[src/rtl/hazard_ctrl_md_pkg.sv]
// ---------------------------------------------------------------------------
// hazard_ctrl_md_pkg
// Shared definitions for the MIPS hazard controller with a multiply/divide
// busy tracker: opcode and funct constants, Tuse/Tnew encodings, default
// MULT/DIV latencies and the per-stage decode record.
// Optional feature: HAZARD_PERF_EN (stall counter in the top level).
// ---------------------------------------------------------------------------
package hazard_ctrl_md_pkg;

  // Primary opcodes
  localparam logic [5:0] OP_SPECIAL = 6'h00;
  localparam logic [5:0] OP_JAL     = 6'h03;
  localparam logic [5:0] OP_BEQ     = 6'h04;
  localparam logic [5:0] OP_BNE     = 6'h05;
  localparam logic [5:0] OP_BLEZ    = 6'h06;
  localparam logic [5:0] OP_BGTZ    = 6'h07;
  localparam logic [5:0] OP_ADDI    = 6'h08;
  localparam logic [5:0] OP_ADDIU   = 6'h09;
  localparam logic [5:0] OP_SLTI    = 6'h0a;
  localparam logic [5:0] OP_SLTIU   = 6'h0b;
  localparam logic [5:0] OP_ANDI    = 6'h0c;
  localparam logic [5:0] OP_ORI     = 6'h0d;
  localparam logic [5:0] OP_XORI    = 6'h0e;
  localparam logic [5:0] OP_LUI     = 6'h0f;
  localparam logic [5:0] OP_LB      = 6'h20;
  localparam logic [5:0] OP_LH      = 6'h21;
  localparam logic [5:0] OP_LW      = 6'h23;
  localparam logic [5:0] OP_LBU     = 6'h24;
  localparam logic [5:0] OP_LHU     = 6'h25;
  localparam logic [5:0] OP_SB      = 6'h28;
  localparam logic [5:0] OP_SH      = 6'h29;
  localparam logic [5:0] OP_SW      = 6'h2b;

  // SPECIAL funct codes
  localparam logic [5:0] FN_SLL   = 6'h00;
  localparam logic [5:0] FN_SRL   = 6'h02;
  localparam logic [5:0] FN_SRA   = 6'h03;
  localparam logic [5:0] FN_SLLV  = 6'h04;
  localparam logic [5:0] FN_SRLV  = 6'h06;
  localparam logic [5:0] FN_SRAV  = 6'h07;
  localparam logic [5:0] FN_JR    = 6'h08;
  localparam logic [5:0] FN_JALR  = 6'h09;
  localparam logic [5:0] FN_MFHI  = 6'h10;
  localparam logic [5:0] FN_MTHI  = 6'h11;
  localparam logic [5:0] FN_MFLO  = 6'h12;
  localparam logic [5:0] FN_MTLO  = 6'h13;
  localparam logic [5:0] FN_MULT  = 6'h18;
  localparam logic [5:0] FN_MULTU = 6'h19;
  localparam logic [5:0] FN_DIV   = 6'h1a;
  localparam logic [5:0] FN_DIVU  = 6'h1b;
  localparam logic [5:0] FN_ADD   = 6'h20;
  localparam logic [5:0] FN_ADDU  = 6'h21;
  localparam logic [5:0] FN_SUB   = 6'h22;
  localparam logic [5:0] FN_SUBU  = 6'h23;
  localparam logic [5:0] FN_AND   = 6'h24;
  localparam logic [5:0] FN_OR    = 6'h25;
  localparam logic [5:0] FN_XOR   = 6'h26;
  localparam logic [5:0] FN_NOR   = 6'h27;
  localparam logic [5:0] FN_SLT   = 6'h2a;
  localparam logic [5:0] FN_SLTU  = 6'h2b;

  // Tuse: cycles until D needs the operand (3 = never used)
  localparam logic [1:0] TUSE_0    = 2'd0;
  localparam logic [1:0] TUSE_1    = 2'd1;
  localparam logic [1:0] TUSE_2    = 2'd2;
  localparam logic [1:0] TUSE_NONE = 2'd3;

  // Tnew: cycles until a producer's result can be forwarded
  localparam logic [1:0] TNEW_0 = 2'd0;
  localparam logic [1:0] TNEW_1 = 2'd1;
  localparam logic [1:0] TNEW_2 = 2'd2;

  // Default multiply/divide latencies after the op leaves E
  localparam int MULT_CYCLES_DEF = 5;
  localparam int DIV_CYCLES_DEF  = 10;

  // Class flags for one decoded instruction
  typedef struct packed {
    logic calcR;       // register-register ALU op, shifts included
    logic constShift;  // sll/srl/sra: rs field is not read
    logic calcI;       // immediate ALU op, lui included
    logic load;
    logic store;
    logic branch;
    logic jumpReg;     // jr/jalr
    logic jal;
    logic mdMult;      // mult/multu
    logic mdDiv;       // div/divu
    logic mfHiLo;      // mfhi/mflo
    logic mtHiLo;      // mthi/mtlo
  } instr_class_t;

  // True for anything that occupies or reads the HI/LO unit
  function automatic logic isMdClass(input instr_class_t cls);
    return cls.mdMult | cls.mdDiv | cls.mfHiLo | cls.mtHiLo;
  endfunction

endpackage

[src/rtl/hazard_decode.sv]
// ---------------------------------------------------------------------------
// hazard_decode
// Decodes one raw instruction word into class flags, source registers and
// the destination register (0 when nothing is written). Instantiated once
// per pipeline stage (D, E, M) by hazard_ctrl_md.
// Ports:
//   instr_i  in  32  raw instruction word (0 is a bubble)
//   cls_o    out     class flags (instr_class_t)
//   rs_o     out  5  rs field
//   rt_o     out  5  rt field
//   dest_o   out  5  destination register (rd, rt, 31 or 0)
// Configuration macro HAZARD_PERF_EN has no effect on this module.
// ---------------------------------------------------------------------------
module hazard_decode
  import hazard_ctrl_md_pkg::*;
(
  input  logic [31:0]  instr_i,
  output instr_class_t cls_o,
  output logic [4:0]   rs_o,
  output logic [4:0]   rt_o,
  output logic [4:0]   dest_o
);

  logic [5:0] opcode;
  logic [5:0] funct;
  logic [4:0] rdField;
  logic       unusedShamt;

  assign opcode      = instr_i[31:26];
  assign funct       = instr_i[5:0];
  assign rdField     = instr_i[15:11];
  assign unusedShamt = ^instr_i[10:6];

  assign rs_o = instr_i[25:21];
  assign rt_o = instr_i[20:16];

  // Classify the word and pick its destination. A bubble (all zero) decodes
  // as sll $0,$0,0 which writes register 0, so it can never cause a hazard.
  always_comb begin
    cls_o  = '0;
    dest_o = 5'd0;
    case (opcode)
      OP_SPECIAL: begin
        case (funct)
          FN_SLL, FN_SRL, FN_SRA: begin
            cls_o.calcR      = 1'b1;
            cls_o.constShift = 1'b1;
            dest_o           = rdField;
          end
          FN_SLLV, FN_SRLV, FN_SRAV, FN_ADD, FN_ADDU, FN_SUB, FN_SUBU,
          FN_AND, FN_OR, FN_XOR, FN_NOR, FN_SLT, FN_SLTU: begin
            cls_o.calcR = 1'b1;
            dest_o      = rdField;
          end
          FN_JR: cls_o.jumpReg = 1'b1;
          FN_JALR: begin
            cls_o.jumpReg = 1'b1;
            dest_o        = rdField;
          end
          FN_MULT, FN_MULTU: cls_o.mdMult = 1'b1;
          FN_DIV, FN_DIVU:   cls_o.mdDiv  = 1'b1;
          FN_MFHI, FN_MFLO: begin
            cls_o.mfHiLo = 1'b1;
            dest_o       = rdField;
          end
          FN_MTHI, FN_MTLO: cls_o.mtHiLo = 1'b1;
          default: ;
        endcase
      end
      OP_ADDI, OP_ADDIU, OP_SLTI, OP_SLTIU, OP_ANDI, OP_ORI, OP_XORI,
      OP_LUI: begin
        cls_o.calcI = 1'b1;
        dest_o      = rt_o;
      end
      OP_LB, OP_LH, OP_LW, OP_LBU, OP_LHU: begin
        cls_o.load = 1'b1;
        dest_o     = rt_o;
      end
      OP_SB, OP_SH, OP_SW: cls_o.store = 1'b1;
      OP_BEQ, OP_BNE, OP_BLEZ, OP_BGTZ: cls_o.branch = 1'b1;
      OP_JAL: begin
        cls_o.jal = 1'b1;
        dest_o    = 5'd31;
      end
      default: ;
    endcase
  end

endmodule

[src/rtl/hazard_ctrl_md.sv]
// ---------------------------------------------------------------------------
// hazard_ctrl_md
// Stall controller for a 5-stage MIPS pipeline: Tuse/Tnew data-hazard
// detection between D and E/M, plus a busy counter for the multi-cycle
// multiply/divide unit.
// Ports:
//   clk, reset            clock, asynchronous active-high reset
//   D_Instr/E_Instr/M_Instr  in 32  instruction words per stage (0 = bubble)
//   Stall                 out  freeze PC and F/D, bubble into D/E
//   PC_WrEn, FD_REG_WrEn  out  !Stall
//   DE_REG_Flush          out  Stall
//   MD_Busy               out  multiply/divide unit occupied
//   MD_Start              out  E holds mult/multu/div/divu
//   Stall_Cnt             out 32  saturating stall-cycle count
//                              (only when HAZARD_PERF_EN is defined)
// ---------------------------------------------------------------------------
module hazard_ctrl_md
  import hazard_ctrl_md_pkg::*;
#(
  parameter int MULT_CYCLES = MULT_CYCLES_DEF,
  parameter int DIV_CYCLES  = DIV_CYCLES_DEF,
  parameter int CNT_W       = 4
) (
  input  logic        clk,
  input  logic        reset,
  input  logic [31:0] D_Instr,
  input  logic [31:0] E_Instr,
  input  logic [31:0] M_Instr,
  output logic        Stall,
  output logic        PC_WrEn,
  output logic        FD_REG_WrEn,
  output logic        DE_REG_Flush,
  output logic        MD_Busy,
  output logic        MD_Start
`ifdef HAZARD_PERF_EN
  ,
  output logic [31:0] Stall_Cnt
`endif
);

  instr_class_t dCls, eCls, mCls;
  logic [4:0]   dRs, dRt, dDest;
  logic [4:0]   eRs, eRt, eDest;
  logic [4:0]   mRs, mRt, mDest;

  logic [1:0]   dTuseRs, dTuseRt;
  logic [1:0]   eTnew, mTnew;
  logic         dataStall, mdStall;

  logic [CNT_W-1:0] busyCnt_q, busyCnt_d;

  logic         unusedDecode;

  hazard_decode u_decD (.instr_i(D_Instr), .cls_o(dCls), .rs_o(dRs), .rt_o(dRt), .dest_o(dDest));
  hazard_decode u_decE (.instr_i(E_Instr), .cls_o(eCls), .rs_o(eRs), .rt_o(eRt), .dest_o(eDest));
  hazard_decode u_decM (.instr_i(M_Instr), .cls_o(mCls), .rs_o(mRs), .rt_o(mRt), .dest_o(mDest));

  // Only some decode fields matter per stage; fold the rest into one sink.
  assign unusedDecode = ^{dDest, eRs, eRt, mRs, mRt, mCls, eCls.constShift,
                          eCls.store, eCls.branch, eCls.jumpReg, eCls.jal,
                          eCls.mtHiLo};

  // When D needs each source: branches and register jumps compare in D,
  // ALU-style consumers in E, and store data only in M.
  always_comb begin
    dTuseRs = TUSE_NONE;
    dTuseRt = TUSE_NONE;
    if (dCls.branch || dCls.jumpReg)
      dTuseRs = TUSE_0;
    else if ((dCls.calcR && !dCls.constShift) || dCls.calcI || dCls.load ||
             dCls.store || dCls.mdMult || dCls.mdDiv || dCls.mtHiLo)
      dTuseRs = TUSE_1;

    if (dCls.branch)
      dTuseRt = TUSE_0;
    else if (dCls.calcR || dCls.mdMult || dCls.mdDiv)
      dTuseRt = TUSE_1;
    else if (dCls.store)
      dTuseRt = TUSE_2;
  end

  // When the producer in E or M can forward its result.
  always_comb begin
    eTnew = TNEW_0;
    if (eCls.load)
      eTnew = TNEW_2;
    else if (eCls.calcR || eCls.calcI || eCls.mfHiLo)
      eTnew = TNEW_1;
    mTnew = mCls.load ? TNEW_1 : TNEW_0;
  end

  // A hazard needs a real (nonzero) register match and a producer that is
  // later than the consumer.
  always_comb begin
    dataStall = 1'b0;
    if (dRs != 5'd0) begin
      if (eDest == dRs && eTnew > dTuseRs) dataStall = 1'b1;
      if (mDest == dRs && mTnew > dTuseRs) dataStall = 1'b1;
    end
    if (dRt != 5'd0) begin
      if (eDest == dRt && eTnew > dTuseRt) dataStall = 1'b1;
      if (mDest == dRt && mTnew > dTuseRt) dataStall = 1'b1;
    end
  end

  assign MD_Start     = eCls.mdMult | eCls.mdDiv;
  assign MD_Busy      = (busyCnt_q != '0);
  assign mdStall      = isMdClass(dCls) & (MD_Start | MD_Busy);
  assign Stall        = dataStall | mdStall;
  assign PC_WrEn      = ~Stall;
  assign FD_REG_WrEn  = ~Stall;
  assign DE_REG_Flush = Stall;

  // Busy counter next state: a new start always reloads (last start wins),
  // otherwise count down and park at zero.
  always_comb begin
    busyCnt_d = busyCnt_q;
    if (eCls.mdMult)
      busyCnt_d = CNT_W'(MULT_CYCLES);
    else if (eCls.mdDiv)
      busyCnt_d = CNT_W'(DIV_CYCLES);
    else if (busyCnt_q != '0)
      busyCnt_d = busyCnt_q - 1'b1;
  end

  // Reset abandons any operation in flight.
  always_ff @(posedge clk or posedge reset) begin
    if (reset) busyCnt_q <= '0;
    else       busyCnt_q <= busyCnt_d;
  end

`ifdef HAZARD_PERF_EN
  logic [31:0] stallCnt_q, stallCnt_d;

  // Count stalled cycles, sticking at all-ones instead of wrapping.
  always_comb begin
    stallCnt_d = stallCnt_q;
    if (Stall && stallCnt_q != 32'hFFFF_FFFF)
      stallCnt_d = stallCnt_q + 32'd1;
  end

  always_ff @(posedge clk or posedge reset) begin
    if (reset) stallCnt_q <= '0;
    else       stallCnt_q <= stallCnt_d;
  end

  assign Stall_Cnt = stallCnt_q;
`endif

endmodule

[config.mk]
export PLATFORM = sky130hd
export DESIGN_NAME = hazard_ctrl_md
export DESIGN_NICKNAME = d
export VERILOG_FILES = /design/src/rtl/hazard_ctrl_md_pkg.sv /design/src/rtl/hazard_decode.sv /design/src/rtl/hazard_ctrl_md.sv
export SDC_FILE = /design/constraint.sdc
export NUM_CORES = 1
export LEC_CHECK = 0
export CELL_PAD_IN_SITES_DETAIL_PLACEMENT = 1
export CELL_PAD_IN_SITES_GLOBAL_PLACEMENT = 2
export CORE_ASPECT_RATIO = 1.2
export CORE_MARGIN = 5
export CORE_UTILIZATION = 18
export DETAILED_ROUTE_END_ITERATION = 10
export GPL_ROUTABILITY_DRIVEN = 0
export PLACE_DENSITY = 0.95
export SYNTH_ARGS = -nofsm -noshare
export SYNTH_HDL_FRONTEND = slang
export SYNTH_SLANG_ARGS = --single-unit
[constraint.sdc]
create_clock -name clk -period 4.6 [get_ports clk]
set_input_delay 0.69 -clock clk [delete_from_list [all_inputs] [get_ports clk]]
set_output_delay 0.69 -clock clk [all_outputs]
set_load 0.01 [all_outputs]
Ports around the boundary:
Scale: 4 px per um. Pins as bars across the die edge, other pins in gray.
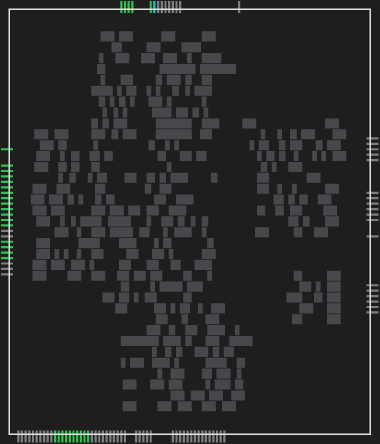
DE_REG_Flush -> cyan  # pins 1, direction output, edge north
E_Instr -> green  # pins 32, direction input, edge 17 west, 10 south, 5 north

Signal wires on met3:
Scale: 4 px per um.
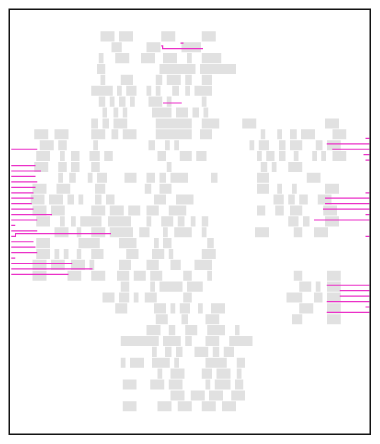
share of all routed wire = 6.1%
nets with wire on the layer = 42
wire length on this layer = 305 um
main direction = horizontal
longest straight run = 23.7 um
total wire length: 4989 um
met3 usage: 0.02355
via count: 1664

Routed metal per tile:
Scale: 4 px per um. The die is cut into 18 by 21 equal tiles; dark blue is low, red is high, scaled to the fullest tile. Values are wire area over tile area, all layers added.
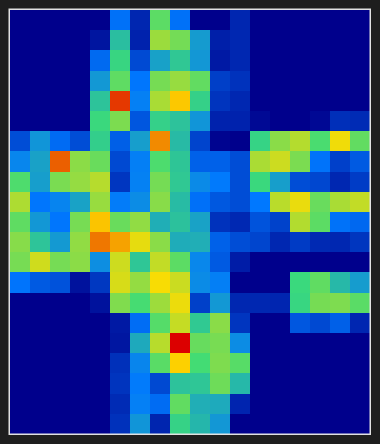
mean over tiles = 0.082
tiles over half the peak = 22%
densest ninth of the die = west
emptiest ninth of the die = south-west

[Yosys cell counts, drive strengths merged]
cell type,number,area [um2]
inv,22,82.58
nand2,19,71.32
nor2,18,67.56
o21ai,14,70.07
a21oi,12,63.81
xor2,12,105.1
xnor2,8,85.08
ha,7,87.58
o211ai,6,60.06
nor4,5,37.53
dfrtp,4,100.1
nand2b,4,25.02
nand3,4,20.02
nor2b,4,25.02
nor3,4,31.28
o221ai,4,47.55
a2111oi,3,32.53
and2,3,18.77
buf,3,20.01
or2,3,18.77
or4,3,26.27
a211oi,2,15.01
a22oi,2,15.01
a31oi,2,12.51
a32oi,2,25.03
mux2i,2,20.02
nand3b,2,15.01
nor3b,2,15.01
o311a,2,20.02
o31a,2,18.77
or3,2,12.51
and3,1,6.260
and4,1,11.26
clkbuf,1,3.750
mux2,1,15.01
o2111ai,1,8.760
o21a,1,7.510
o22a,1,8.760
o22ai,1,6.260
o2bb2ai,1,8.760
o311ai,1,26.28
o32a,1,11.26
[worst max-delay path by stage]
stage	slack [ns]	start	end
floorplan	1.13	E_Instr[0]	PC_WrEn
global placement	0.12	E_Instr[0]	Stall
detailed placement	0.11	E_Instr[0]	Stall
CTS	0.11	E_Instr[0]	Stall
global route	0.01	E_Instr[29]	Stall
finish	0.19	E_Instr[0]	Stall
[per-layer routing]
| metal | wire length, um | track usage |
|---|---|---|
| met1 | 2127 | 0.1188 |
| met2 | 2541 | 0.1878 |
| met3 | 304 | 0.02355 |
| met4 | 14 | 0.01383 |
| met5 | 0 | 0 |
[metrics by stage]
stage | cells | setup WS, ns
after floorplan | 193 | 1.133
after global placement | 357 | 0.1187
after detailed placement | 357 | 0.1126
after CTS | 360 | 0.1083
after global routing | 360 | 0.01247
final | 360 | 0.1893
==> GITHUB_STEP_SUMMARY <==
### Flow metrics

| Metric | Value |
|---|---|
| Slew @ Worst Pin | `0.5981 ns` |
| Adders+Majority by Area | `0.06352` |
| Final Skew | `0.002462 ns` |
| Worst Path Class, Setup | `input pin to primary output` |
| Layout cell share with drive strength beyond 1 | `0.1007` |
| Non-clk invs | `22` |
| ANT cells | `0` |
| Core Footprint | `0.007576 mm2` |
| Aoi share | `0.3321` |
| Post-synth mux share | `0.02541` |
| Terminus of the critical flop-to-flop path | `busyCnt_q[3]` |
| Area Overhead vs Synth | `64.43%` |
| CTS tree | `done` |
| Final Hold Violation Tally | `0` |
| Die area | `0.009518 mm2` |
| WP buf/inv | `2` |
| Seq cells | `4` |
| OpenROAD warning count | `57` |
| Hpwl dp | `4448 um` |
| Initial antenna violation count | `0` |
| Area of the multi-input gates | `0.001175 mm2` |
| # resized after CTS | `0` |
| CP peak stage delay | `0.57 ns` |
| R2r setup slk | `2.98 ns` |
| # port buffers | `73` |
| Ys cells | `193` |
| 1st-iter DRT viols | `25` |
| Comb area leader | `AND-OR/OR-AND gates` |
| Vias in the first global route | `1793` |
| Vias/cell | `4.622` |
| Fraction of area in multi-input gates | `0.5182` |
| Clock buf count | `3` |
| Most frequent cells in the layout | `73 x clkdlybuf4s50_1, 21 x inv_1, 19 x nand2_1` |
| Most frequent logic cell in the layout | `clkdlybuf4s50_1` |
| Total Power | `381.6 uW` |
| Number of nets in the layout | `375` |
| Sequential logic power | `71.2 uW` |
| CTS Buf Count | `3` |
| Hold path endpoint | `busyCnt_q[1]` |
| Cell family with most CP delay | `buffers and inverters` |
| Final setup fails | `0` |
| Pre-antenna DRT Iters | `4` |
| Sequential share of power | `0.187` |
| Setup TNS | `0 ns` |
| Crit start category | `input pin` |
| CP Data Arrival Time | `3.72 ns` |
| First-pass GRT wire length | `8231 um` |
| Sequential Area | `100.1 um2` |
| Clock latency on the worst-skew pair | `0.22 ns` |
| Most used cell, CP | `clkdlybuf4s50_1` |
| Combinational share of power | `0.623` |
| Worst path depth | `10` |
| Worst min path class | `register to register` |
| Die X | `89.90 um` |
| Leak Pwr | `0.0009044 uW` |
| Yosys synthesis chip area | `0.001379 mm2` |
| Internal power | `240.7 uW` |
| Power share of the clock group | `0.191` |
| Final core occ | `0.2993` |
| Max-slew headroom | `0.6004` |
| Status | `completed` |
| Slew Viols, Final | `0` |
| Post-Syn Nets | `298` |
| Routed Antenna Nets | `0` |
| Clock buf/inv share | `0.01821` |
| IO Pins | `104` |
| Switching share of power | `0.3692` |
| Dominant kind of cell | `combinational gates` |
| Min Hold Slack | `0.6003 ns` |
| CP max FO | `5` |
| Largest net degree at the start of global routing | `8` |
| Combinational cell power | `238 uW` |
| Clk pwr | `72.8 uW` |
| Max FFs per register | `4` |
| Cell Type Count | `56` |
| Bufs w/o clock | `76` |
| CP max stage cell | `clkdlybuf4s50_1` |
| Syn avg cell area | `7.144 um2` |
| Crit path cell chain | `clkdlybuf4s50_1 -> nor2b_2 -> mux2_4 -> o31a_2 -> o311a_1 -> xnor2_1 -> nor4_1 -> nand2_1 -> nand3_1 -> clkdlybuf4s50_1` |
| Wire per inst | `13.86 um` |
| Fillers | `932` |
| Max Cap Viol | `0` |
| Cts-stage hold buffer count | `0` |
| Data buffer area share | `0.3322` |
| Yosys xor share | `0.1379` |
| Hold_sp | `busyCnt_q[1]` |
| Largest Register | `busyCnt_q` |
| RSZ-0062 raised after global routing | `false` |
| H-tree levels | `1` |
| Tcrit/Tclk final | `0.9589` |
| Row Count | `35` |
| Reg-to-reg startpoint | `busyCnt_q[0]` |
| Grt total ovfl | `0` |
| Post-Syn Instances | `193` |
| Final Critical Period | `4.411 ns` |
| Hold depth | `2` |
| Simple share | `0.2913` |
| Register share after synthesis | `0.07260` |
| Init Core Util | `0.1820` |
| Mapped cell area | `0.001379 mm2` |
| Setup repair bufs after CTS | `0` |
| Maximum vdd ir drop | `0.07640 mV` |
| Global-route usage over all layers | `0.1008` |
| Worst reg-to-reg path cell count | `6` |
| Chip height | `105.9 um` |
| Cell Area, Placed | `0.002223 mm2` |
| Post-synthesis register bit count | `4` |
| Largest Pwr Group | `combinational cells` |
| Clock sink count | `4` |
| Maximum clock path buffer count | `2` |
| Cell area after layout | `0.002267 mm2` |
Power figures rest on the tool's default switching activity, not on a simulated workload.
